**Register map, names as in the netlist**

(3 px per um) Other sequential cells in the stronger grey, the rest of the logic in the fainter grey.
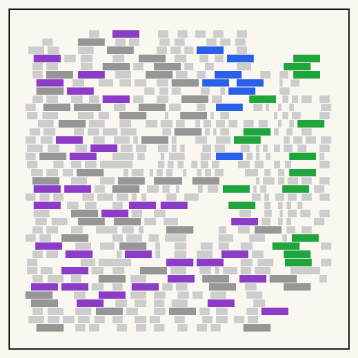
**Local utilization**

(2 px per um) The die is cut into 11 by 11 equal tiles; dark purple is low, yellow is high, 0 to 100% covered.
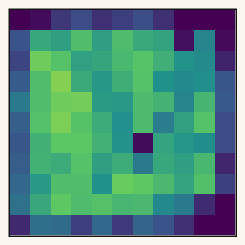
**Wires at chosen ports, followed through buffers**

(3 px per um)
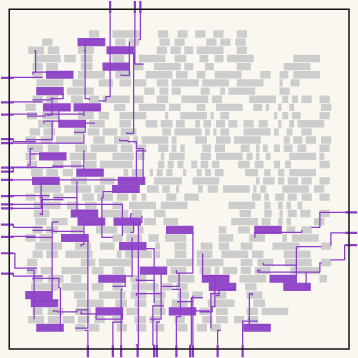
**Selected gate families**

(4 px per um)
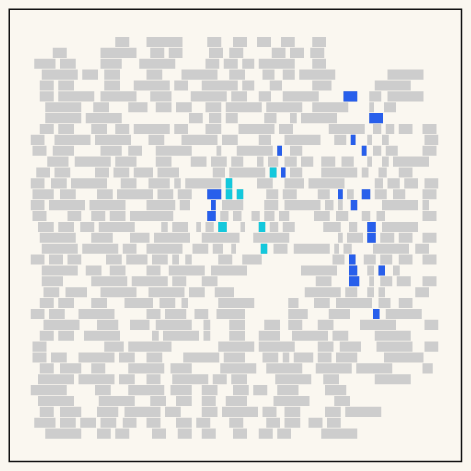
==> config.mk <==
export PLATFORM = sky130hd
export DESIGN_NAME = pipe_stage_hs_flat
export DESIGN_NICKNAME = d
export VERILOG_FILES = /design/src/rtl/pipe_pkg.sv /design/src/rtl/pipe_stage_hs_if.sv /design/src/rtl/pipe_stage_hs.sv /design/src/flat_wrapper.sv
export SDC_FILE = /design/constraint.sdc
export NUM_CORES = 1
export LEC_CHECK = 0
export CELL_PAD_IN_SITES_DETAIL_PLACEMENT = 1
export CELL_PAD_IN_SITES_GLOBAL_PLACEMENT = 1
export CORE_MARGIN = 5
export CORE_UTILIZATION = 44
export CTS_CLUSTER_DIAMETER = 40
export CTS_CLUSTER_SIZE = 12
export DETAILED_ROUTE_END_ITERATION = 10
export GPL_ROUTABILITY_DRIVEN = 0
export GPL_TIMING_DRIVEN = 0
export PLACE_DENSITY = 0.89
export SETUP_SLACK_MARGIN = 0.1
export SYNTH_ARGS = -nofsm -noshare
export SYNTH_HDL_FRONTEND = slang
export SYNTH_SLANG_ARGS = --single-unit
==> constraint.sdc <==
create_clock -name clk_i -period 4.3 [get_ports clk_i]
set_clock_uncertainty 0.2 [all_clocks]
set_input_delay 0.86 -clock clk_i [delete_from_list [all_inputs] [get_ports clk_i]]
set_output_delay 0.86 -clock clk_i [all_outputs]
set_load 0.005 [all_outputs]
==> ci_impl_report.md <==
### Yosys + OpenROAD results

| Metric | Value |
|---|---|
| Longest Clk Path Bufs | 2 |
| Total nets after synthesis | 369 |
| Antenna-violating nets left | 0 |
| Final hold viol count | 0 |
| R2R Setup Slk | 2150 ps |
| First-pass GRT wire length | 18,220 um |
| Xor/xnor share | 2.830% |
| Area leader share | 53.37% |
| Clock Sink Count | 100 |
| Hold buffer count at cts | 0 |
| Stage-log warning count | 26 |
| CTS tree | done |
| Crit end category | flip-flop |
| DP Cell Count | 560 |
| Worst Path Max Fanout | 10 |
| Top logic family | multiplexers |
| Synth top cell by count | dfrtp_1 |
| Yosys top cell by area | dfrtp_1 |
| Critical-path cell list | clkdlybuf4s50_1 -> nand2b_4 -> nor3_2 -> buf_2 -> mux2_2 |
| Per-cell routed wire length | 19.34 um |
| FFs w/ async S/R, synth | 100.0% |
| Overflow after GRT | 0 |
| Crit path arrival time | 2660 ps |
| Commonest flop | dfrtp_1 |
| Final setup viols | 0 |
| Dpl hpwl | 8006 um |
| FA/HA/MAJ Cells, Area Fraction | 0.2695% |
| Die H | 112.7 um |
| Setup Buffers After CTS | 0 |
| Top cells, area | dfrtp_1, mux2_2, mux2_4 |
| Antenna diodes | 0 |
| Status | finished clean |
| Drt total wl | 11,140 um |
| CP Class | input pin to flip-flop |
| Met2 wire length | 5768 um |
| Reg2Reg Depth | 6 |
| Total GRT Usage | 18.18% |
| Vias in the first global route | 3,476 |
| Critical path's top delay family | buffers and inverters |
| Largest net degree at the start of global routing | 57 |
| Layout cells sized above 1 | 31.82% |
| Hold Slack | 294.5 ps |
| PD cells | 423.9 nW/um^2 |
| Max Clock Freq | 383.8 MHz |
| Aoi share | 4.609% |
| Power, Total | 2.570 mW |
| Die area | 12,700 um^2 |
| Via density | 5.224 |
| Actual slew at the worst max-slew pin | 642.4 ps |
| YS chip area | 4642 um^2 |
| DR pass1 iterations | 4 |
| Mapped Area | 4642 um^2 |
| Final Cycle Share | 60.60% |
| Worst Slack Setup Final | 1694 ps |
| Crit path buf inv count | 2 |
| Post-Syn Instances | 323 |
| Minimum clock period | 2606 ps |
| Maximum VDD drop | 0.2078 mV |
| M1 wire length | 4454 um |
| Drt drc | 0 |
| Yosys warns | 0 |
| CTS root buf | clkbuf_8 |
| H-tree depth | 3 |
| Layout area overhead | 30.59% |
| Unique cell types | 40 |
| Leak | 2.675 nW |
| Final nets | 481 |
| Syn avg cell area | 14.37 um^2 |
| Routed length on met3 | 663 um |
| CP max-delay cell | clkdlybuf4s50_1 |
| Worst slack, placed | 1287 ps |
| Number of enable flip-flop cells | 0 |
| Multiplexer share | 28.33% |
| Iter 0 DRT Violations | 84 |
| Fillers | 1,035 |
| Top cells by count, synth | dfrtp_1, mux2_2, mux2_4, a22o_1, buf_2 |
| Worst rel slew slack | 57.17% |
| Max Slew Vio Count | 0 |
-- 'register map, names as in the netlist' (at the start) --
legend:
  purple:
    netlist_name: u_core.skid_data_q
    sequential_cells: 32
  green:
    netlist_name: u_core.bus.stall_cnt_o
    sequential_cells: 16
  blue:
    netlist_name: u_core.bus.ctrl_o
    sequential_cells: 8
register area: 2504 um^2
seq pwr: 1.28 mW
register share of the cell area: 41.30%
Core Util, Final: 58.72%

-- 'local utilization' (at the start) --
nearly empty tiles: 5.8%
densest ninth of the die: left middle
emptiest ninth of the die: top right
mean over tiles: 46%
tiles over 75% full: 5.0%
fullest tile: 81%
core area: 10,320 um^2
Initial Util: 44.96%

-- 'wires at chosen ports, followed through buffers' (at the start) --
legend:
  purple:
    port: bus_data_o
    direction: output
    edge: 15 left, 11 bottom, 3 top, 3 right
    end_cells: 32
    buffers: 32
    wire: 1,360 um
number of I/O port buffers: 100
io pins: 103

-- 'selected gate families' (at the start) --
legend:
  cyan:
    family: inverting AOI/OAI gates
    cells: 7
    where: middle
  blue:
    family: NOR gates
    cells: 19
post-route insts no fill: 576
multi-input gate share of the layout cell area: 32.88%

[per-layer routing]
layer / up-vias / track usage (%)
li1: 1386 / -
met1: 1528 / 21.11
met2: 76 / 31.36
met3: 19 / 5.882
met4: 0 / 6.811
met5: - / 0
[layout by cell type, fill, tap and decap left out, drive strengths merged, types with 2 or more instances in the layout]
cell type        n
mux2           105
a21o             3
o21ai            2
nor4             4
buf             17
inv              3
clkdlybuf4s50   99
nand4            6
dfrtp           99
clkinv           2
nand2b           6
clkbuf          13
a22o            16
xnor2            5
nor2             6
nor3             7
nand3            7
nand2            6
mux2i            2
or2              4
bufinv           2
a21oi            4
xor2            10
[final cells by class]
type / count / area, um^2 / area share [%]
Inverter: 2 / 7.507 / 0.1238
Tap cell: 136 / 170.2 / 2.807
Sequential cell: 100 / 2504 / 41.30
Clock buffer: 10 / 137.6 / 2.270
Timing Repair Buffer: 101 / 1026 / 16.92
Multi-Input combinational cell: 203 / 1993 / 32.88
Buffer: 18 / 137.6 / 2.270
Clock inverter: 6 / 86.33 / 1.424
[per-stage QoR]
step	area [um^2]	setup TNS, ps
2_1_floorplan	4642	0
3_3_place_gp	5813	-145710
3_5_place_dp	5838	0
4_1_cts	6062	0
5_1_grt	6062	0
6_report	6062	0
[worst reg2reg max path, cell delays in order, from the launching register on]
cell,delay [ps]
dfrtp_1,370
buf_2,170
nor2b_1,120
clkbuf_1,200
buf_2,310
mux2_2,390
mux2_4,280
[power breakdown]
group | total [mW] | internal [mW] | switching, mW | leakage [nW]
clock | 0.674 | 0.344 | 0.330 | 0.113
combinational | 0.618 | 0.418 | 0.200 | 1.33
sequential | 1.28 | 1.14 | 0.138 | 1.23
total | 2.57 | 1.90 | 0.668 | 2.67
Power figures rest on the tool's default switching activity, not on a simulated workload.
